**config.mk**
```make
export PLATFORM = sky130hd
export DESIGN_NAME = my_3d4d_enc
export DESIGN_NICKNAME = d
export VERILOG_FILES = /design/src/rtl/my_3d4d_enc.sv
export SDC_FILE = /design/constraint.sdc
export NUM_CORES = 1
export LEC_CHECK = 0
export CORE_ASPECT_RATIO = 1.4
export CORE_MARGIN = 2
export CORE_UTILIZATION = 44
export CTS_CLUSTER_SIZE = 24
export DETAILED_ROUTE_END_ITERATION = 10
export PLACE_DENSITY = 0.75
export SYNTH_ARGS = -nofsm -noshare
export SYNTH_HDL_FRONTEND = slang
export SYNTH_SLANG_ARGS = --single-unit
```
**constraint.sdc**
```tcl
create_clock -name clk -period 1.7 [get_ports clk]
set_input_delay 0.17 -clock clk [delete_from_list [all_inputs] [get_ports clk]]
set_output_delay 0.17 -clock clk [all_outputs]
set_load 0.005 [all_outputs]
```
**src/rtl/my_3d4d_enc.sv**
```systemverilog
// 3b/4b running-disparity encoder driving the bits/cdr/flag symbol interface.
// One symbol per accepted word; flag is high HALF cycles then low HALF cycles.
module my_3d4d_enc #(
   parameter int unsigned HALF  = 2,
   parameter int unsigned CNT_W = 16
) (
   input  logic             clk,
   input  logic             rst_n,
   input  logic [2:0]       in_data,
   input  logic             in_valid,
   output logic             in_ready,
   output logic [3:0]       bits,
   output logic             cdr,
   output logic             flag,
   output logic             busy,
   output logic [CNT_W-1:0] sym_count
);

   localparam int unsigned PW = (HALF > 1) ? $clog2(HALF) : 1;
   localparam logic [PW-1:0] LAST = PW'(HALF - 1);

   typedef enum logic [1:0] {StIdle, StHigh, StLow} state_e;

   state_e           state_q, state_d;
   logic [PW-1:0]    cnt_q, cnt_d;
   logic             rd_q;
   logic [3:0]       bits_q;
   logic             cdr_q;
   logic [CNT_W-1:0] sym_q;

   logic       last;
   logic       accept;
   logic [3:0] code;
   logic       rd_nxt;

   assign last     = (cnt_q == LAST);
   assign in_ready = rst_n && ((state_q == StIdle) || ((state_q == StLow) && last));
   assign accept   = in_valid && in_ready;

   // Unbalanced codes alternate polarity so the line stays DC-balanced.
   always_comb begin
      code   = 4'b0000;
      rd_nxt = rd_q;
      unique case ({rd_q, in_data})
         4'b0_000: begin code = 4'b1011; rd_nxt = 1'b1; end
         4'b0_001: code = 4'b1001;
         4'b0_010: code = 4'b0101;
         4'b0_011: code = 4'b1100;
         4'b0_100: begin code = 4'b1101; rd_nxt = 1'b1; end
         4'b0_101: code = 4'b1010;
         4'b0_110: code = 4'b0110;
         4'b0_111: begin code = 4'b0111; rd_nxt = 1'b1; end
         4'b1_000: begin code = 4'b0100; rd_nxt = 1'b0; end
         4'b1_001: code = 4'b1001;
         4'b1_010: code = 4'b0101;
         4'b1_011: code = 4'b0011;
         4'b1_100: begin code = 4'b0010; rd_nxt = 1'b0; end
         4'b1_101: code = 4'b1010;
         4'b1_110: code = 4'b0110;
         4'b1_111: begin code = 4'b1000; rd_nxt = 1'b0; end
      endcase
   end

   always_comb begin
      state_d = state_q;
      cnt_d   = cnt_q;
      unique case (state_q)
         StIdle: begin
            if (accept) begin
               state_d = StHigh;
               cnt_d   = '0;
            end
         end
         StHigh: begin
            if (last) begin
               state_d = StLow;
               cnt_d   = '0;
            end else begin
               cnt_d = cnt_q + PW'(1);
            end
         end
         StLow: begin
            if (last) begin
               state_d = accept ? StHigh : StIdle;
               cnt_d   = '0;
            end else begin
               cnt_d = cnt_q + PW'(1);
            end
         end
         default: begin
            state_d = StIdle;
            cnt_d   = '0;
         end
      endcase
   end

   always_ff @(posedge clk) begin
      if (!rst_n) begin
         state_q <= StIdle;
         cnt_q   <= '0;
         rd_q    <= 1'b0;
         bits_q  <= 4'b0000;
         cdr_q   <= 1'b0;
         sym_q   <= '0;
      end else begin
         state_q <= state_d;
         cnt_q   <= cnt_d;
         if (accept) begin
            bits_q <= code;
            cdr_q  <= rd_q;
            rd_q   <= rd_nxt;
            sym_q  <= sym_q + CNT_W'(1);
         end
      end
   end

   assign bits      = bits_q;
   assign cdr       = cdr_q;
   assign flag      = (state_q == StHigh);
   assign busy      = (state_q != StIdle);
   assign sym_count = sym_q;

endmodule

```
Figure 1. Signal wires on met1 (run 1).
Scale: 6 px per um.
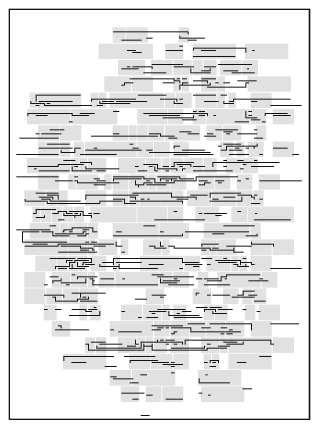
The longest straight run is 14.3 um. 188 nets have wire on it.
routed vias: 1292
final WL: 3.19 mm
met1 Use GR: 22.0%

Figure 2. Met2 routing (run 1).
Scale: 6 px per um.
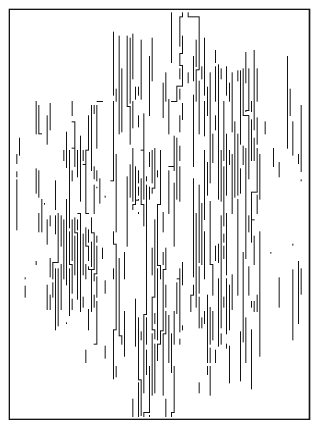
The layer carries 1780 um of wire. 197 nets have wire on it.
met2 GRT Util: 40.0%

Figure 3. Met3 routing (run 1).
Scale: 4 px per um.
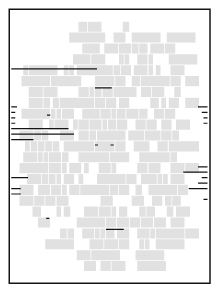
24 nets have wire on it. The layer holds 3.0% of the routed length. The wires run mostly horizontal. The longest straight run is 21.2 um.
met3 Resource Use GR: 2.84%

Figure 4. Pin map (run 1).
Scale: 6 px per um. Pins as bars across the die edge, other pins in gray.
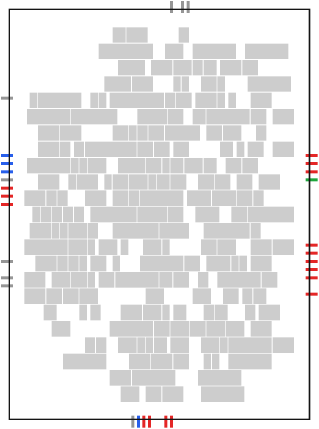
`rst_n`: marked green, pins 1, direction input, edge east. `sym_count`: marked red, pins 16, direction output, edge 9 east, 4 south, 3 west. `bits`: marked blue, pins 4, direction output, edge 3 west, 1 south.

## run 1: routing by layer
metal  vias up  wire (um)  GRT usage, %  part of all wire [%]
met3         6         96          2.84                   3.0
met2        27       1780          40.0                    56
li1        641          -             -                     -
met4         0         59          8.68                   1.8
met1       618       1260          22.0                    40
met5         -          0             0                     0
## run 1: area by class of cell
cell class                      instances  area (um^2)  share of cell area (%)
Clock buffer                            3         41.3                    2.18
Sequential cell                        25          510                    27.0
Inverter                               10         40.0                    2.12
Tap cell                               37         46.3                    2.45
Clock inverter                          1         5.00                   0.265
Multi-Input combinational cell        110          766                    40.5
Timing Repair Buffer                   55          483                    25.5
## run 1: registers in the layout, summed over array words and instances (netlist names)
register	cells
sym_count	16
bits	4
state_q	2
cdr	1
cnt_q	1
rd_q	1
==> metrics.yaml, run 1 <==
outcome: "completed"
ff_type: "dfxtp_1"
n_fill_cell: 253
ff2ff_path_depth: 7
share_comb_of_total_power_pct: 36.9
pwr-share-seq_pct: 42.1
warning_count: 30
clkPwrFrac_pct: 21.0
min_from: "bits[2]"
grt-ovfl-total: 0
drc: 0
pg_seq_mw: 0.704
first_pass_iters: 4
synth_area_um2: 1290
antenna_left: 0
critical-path-top-delay-family: "AND-OR/OR-AND gates"
syn_area_per_cell_um2: 8.38
grt_pass1_vias: 1304
hold_buffers: 0
drv_slew: 0
antenna_found_initial: 0
cp_max_fo: 7
cts_setup_buffers: 0
swShare_pct: 31.7
internal-power_mw: 1.14
cp.required_ns: 1.85
synth-edff-count: 0
synth_cells: 154
slew_headroom_pct: 75.0
path_buffers: 2
yosys_warnings: 0
yosysCellCount: 154
synth_cell_type_count: 35
drive_above_1_share_pct: 26.0
rrSetupSlack_ns: 0.008
placed_cell_area_um2: 1800
most_common_cell: "dfxtp_1"
cp-end-kind: "register"
power_switching_mw: 0.529
whs_endpoint: "bits[2]"
mostFrequentLayoutCells: "27 x clkdlybuf4s50_1, 26 x buf_4, 19 x dfxtp_1"
hold_depth: 2
wl_per_cell_um: 13.3
rsz0062_at_grt: "yes"
hold_viol_final: 0
dp_cells: 237
cap_violations: 0
grt_pass1_wl_mm: 5.42
crit_chain: "inv_4 > ha_4 > a21oi_4 > or3_4 > buf_4 > o31ai_1 > a21oi_2"
grt_max_degree: 19
cts.sinks: 25
numCtsBuffers: 3
pre_cts_ws_ns: -0.267
area_leaders: "dfxtp_1 39%, xnor2_1 6.8%, ha_1 4.8%"
fmax_mhz: 591
crit_path_start_kind: "register"
vias_per_cell: 5.36
final_cells: 241
drt_iter0_drc: 20
synthTopCellsByCount: "25 x dfxtp_1, 16 x nor2_1, 11 x a21oi_1, 11 x o21ai_0"
tightestPinTransition_ns: 0.372
hpwl_mm: 2.49
p_comb_mw: 0.618
fin_skew_ns: 0.00384
yosys.area_share.adder_pct: 4.84
area_growth_pct: 46.5
die_h_um: 68.1
track_usage_pct: 20.5
die_w_um: 49.8
holdWs_ns: 0.477
final_area_um2: 1890
setup_ws_ns: 0.00816
setup_viol: 0
core-area_um2: 2820
ys_ff: 25
worstHoldPathType: "register to register"
setup_tns_ns: 0
muxShareOfSynthArea_pct: 3.10
Figure 5. Routing congestion map (run 1).
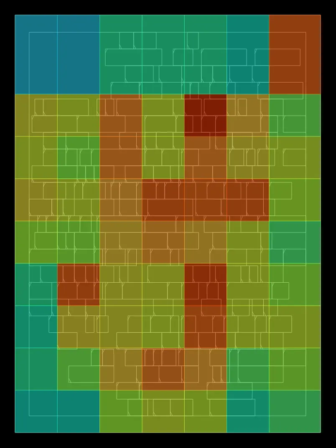

--- run 2 (diff from run 1) ---
CORE_MARGIN = 5   (was 2)
Figure 6. Routing congestion map (run 2).
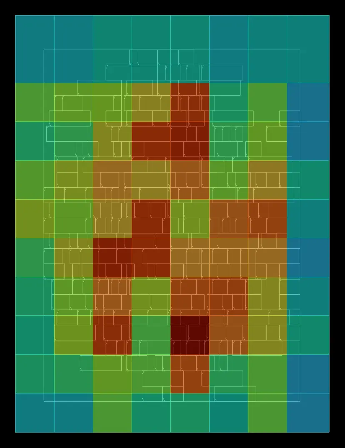
gr busiest metal: met2
met2 GRT Util: 32.5%

==> metrics.yaml, run 2 <==
synth_area_um2: 1290  # unchanged
vias_per_cell: 5.46  # +1.9%
fmax_mhz: 594  # +0.45%
ys_ff: 25  # unchanged
rrSetupSlack_ns: 0.02  # about the same
drc: 0  # unchanged
synth-edff-count: 0  # unchanged
drt_iter0_drc: 27  # +35%
seqCellArea_um2: 512  # +0.25%
hpwl_mm: 2.61  # +4.7%
yosys.area_share.adder_pct: 4.84  # unchanged
grt_pass1_wl_mm: 5.66  # +4.4%
n_fill_cell: 221  # -13%
drive_above_1_share_pct: 26.9  # +0.94 points
antenna_found_initial: 0  # unchanged
final_cells: 245  # +1.7%
yosys_warnings: 0  # unchanged
setup_viol: 0  # unchanged
numCtsBuffers: 3  # unchanged
synth_cells: 154  # unchanged
mostFrequentLayoutCells: "30 x buf_4, 27 x clkdlybuf4s50_1, 18 x dfxtp_1"
core-area_um2: 2850  # +1.0%
outcome: "completed"
hold_viol_final: 0  # unchanged
hold_buffers: 0  # unchanged
wl_per_cell_um: 14.0  # +5.7%
slew_headroom_pct: 70.7  # -4.3 points
syn_area_per_cell_um2: 8.38  # unchanged
antenna_left: 0  # unchanged
largest_register_ffs: 16  # unchanged
synthTopCellsByCount: "25 x dfxtp_1, 16 x nor2_1, 11 x a21oi_1, 11 x o21ai_0"
whs_endpoint: "bits[1]"
ff_type: "dfxtp_1"
hold_depth: 2  # unchanged
yosysCellCount: 154  # unchanged
cp-end-kind: "register"
holdWs_ns: 0.466  # -0.0108 ns
## run 2: where the power goes
part	internal (mW)	switching [mW]
registers	0.649	0.0552
clock network	0.164	0.189
logic	0.368	0.296
## run 2: worst max-delay path: stages, from the launching register on
cell     delay, ns
dfxtp_2       0.36
ha_2          0.18
nand4_1       0.10
or2_2         0.31
or4_1         0.50
a21oi_1       0.16
## run 2: final cells by class
type / instances / share of cell area (%)
clock buffers: 3 / 2.16
clock inverters: 1 / 0.261
inverters: 10 / 2.09
multi-input cells: 110 / 39.5
flip-flops and latches: 25 / 26.7
well taps: 37 / 2.42
repair buffers: 59 / 26.8
## run 2: metal layers
layer | vias to the layer above | part of all wire, %
li1 | 650 | -
met1 | 642 | 38
met2 | 38 | 55
met3 | 8 | 4.5
met4 | 0 | 2.3
met5 | - | 0
--- run 3 (diff from run 2) ---
HOLD_SLACK_MARGIN = 0.02   (was not set)
SKIP_LAST_GASP = 1   (was not set)
Figure 7. Signal wires on met1 (run 3).
Scale: 4 px per um.
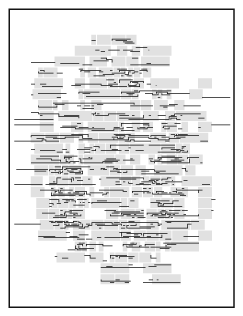
The longest straight run is 20.2 um. 197 nets have wire on it.
routed vias: 1338
final WL: 3.43 mm
met1 Use GR: 16.9%

==> metrics.yaml, run 3 <==
outcome: "completed"
clock_net_power_mw: 0.353  # about the same
fmax_mhz: 594  # unchanged
critical-path-top-delay-family: "simple AND/OR/NAND/NOR gates"
highest_layer: "met4"
syn_area_per_cell_um2: 8.38  # unchanged
met1_length_mm: 1.32  # unchanged
antenna_found_initial: 0  # unchanged
core-area_um2: 2850  # unchanged
yosys_warnings: 0  # unchanged
hold_depth: 2  # unchanged
wl_per_cell_um: 14.0  # unchanged
slowest_delay_ns: 0.50  # about the same
share_comb_of_total_power_pct: 38.6  # about the same
mostFrequentLayoutCells: "30 x buf_4, 27 x clkdlybuf4s50_1, 18 x dfxtp_1"
ys_ff: 25  # unchanged
wl_met3_um: 154  # unchanged
grt_pass1_wl_mm: 5.66  # unchanged
antenna_left: 0  # unchanged
synth_cells: 154  # unchanged
hold_buffers: 0  # unchanged
grt_use_met2_pct: 32.5  # unchanged
rrSetupSlack_ns: 0.02  # about the same
yosysCellCount: 154  # unchanged
ff_type: "dfxtp_1"
synthTopCellsByCount: "25 x dfxtp_1, 16 x nor2_1, 11 x a21oi_1, 11 x o21ai_0"
cp-end-kind: "register"
hold_viol_final: 0  # unchanged
swShare_pct: 31.4  # unchanged
hpwl_mm: 2.61  # unchanged
slowest_stage: "or4_1"
yosys.area_share.adder_pct: 4.84  # unchanged
numCtsBuffers: 3  # unchanged
synth-edff-count: 0  # unchanged
power_switching_mw: 0.540  # unchanged
largest_register_ffs: 16  # unchanged
met2_length_mm: 1.88  # unchanged
crit_chain: "ha_2 > nand4_1 > or2_2 > or4_1 > a21oi_1"
maxPowerGroup: "sequential cells"
vias_per_cell: 5.46  # unchanged
pg_seq_mw: 0.704  # about the same
pwr-share-seq_pct: 40.9  # about the same
holdWs_ns: 0.466  # unchanged
path_buffers: 0  # unchanged
yosys.area.top_type_share_pct: 38.8
clkPwrFrac_pct: 20.5  # about the same
synth_area_um2: 1290  # unchanged
grt_most_used_layer: "met2"
drc: 0  # unchanged
slew_headroom_pct: 70.7  # unchanged
power.ir.vdd_worst_mv: 0.734
setup_viol: 0  # unchanged
[run 3: worst max-delay path by stage]
stage                  from             to  slack, ns  cells after the start
2_1_floorplan    state_q[0]  sym_count[13]      0.003                      7
3_3_place_gp       in_valid  sym_count[13]      -0.22                      5
3_5_place_dp       in_valid   sym_count[9]      -0.26                      5
4_1_cts          state_q[0]  sym_count[11]      -0.01                      6
5_1_grt        sym_count[1]  sym_count[10]      -0.06                      6
6_report       sym_count[1]  sym_count[12]       0.02                      5
[run 3: area by class of cell]
cell class,instances,area [um^2],area share [%]
inverters,10,40.0,2.09
repair buffers,59,513,26.8
clock buffers,3,41.3,2.16
multi-input cells,110,757,39.5
flip-flops and latches,25,512,26.7
well taps,37,46.3,2.42
clock inverters,1,5.00,0.261
No activity file was given, so power comes from the tool's default toggle rates.
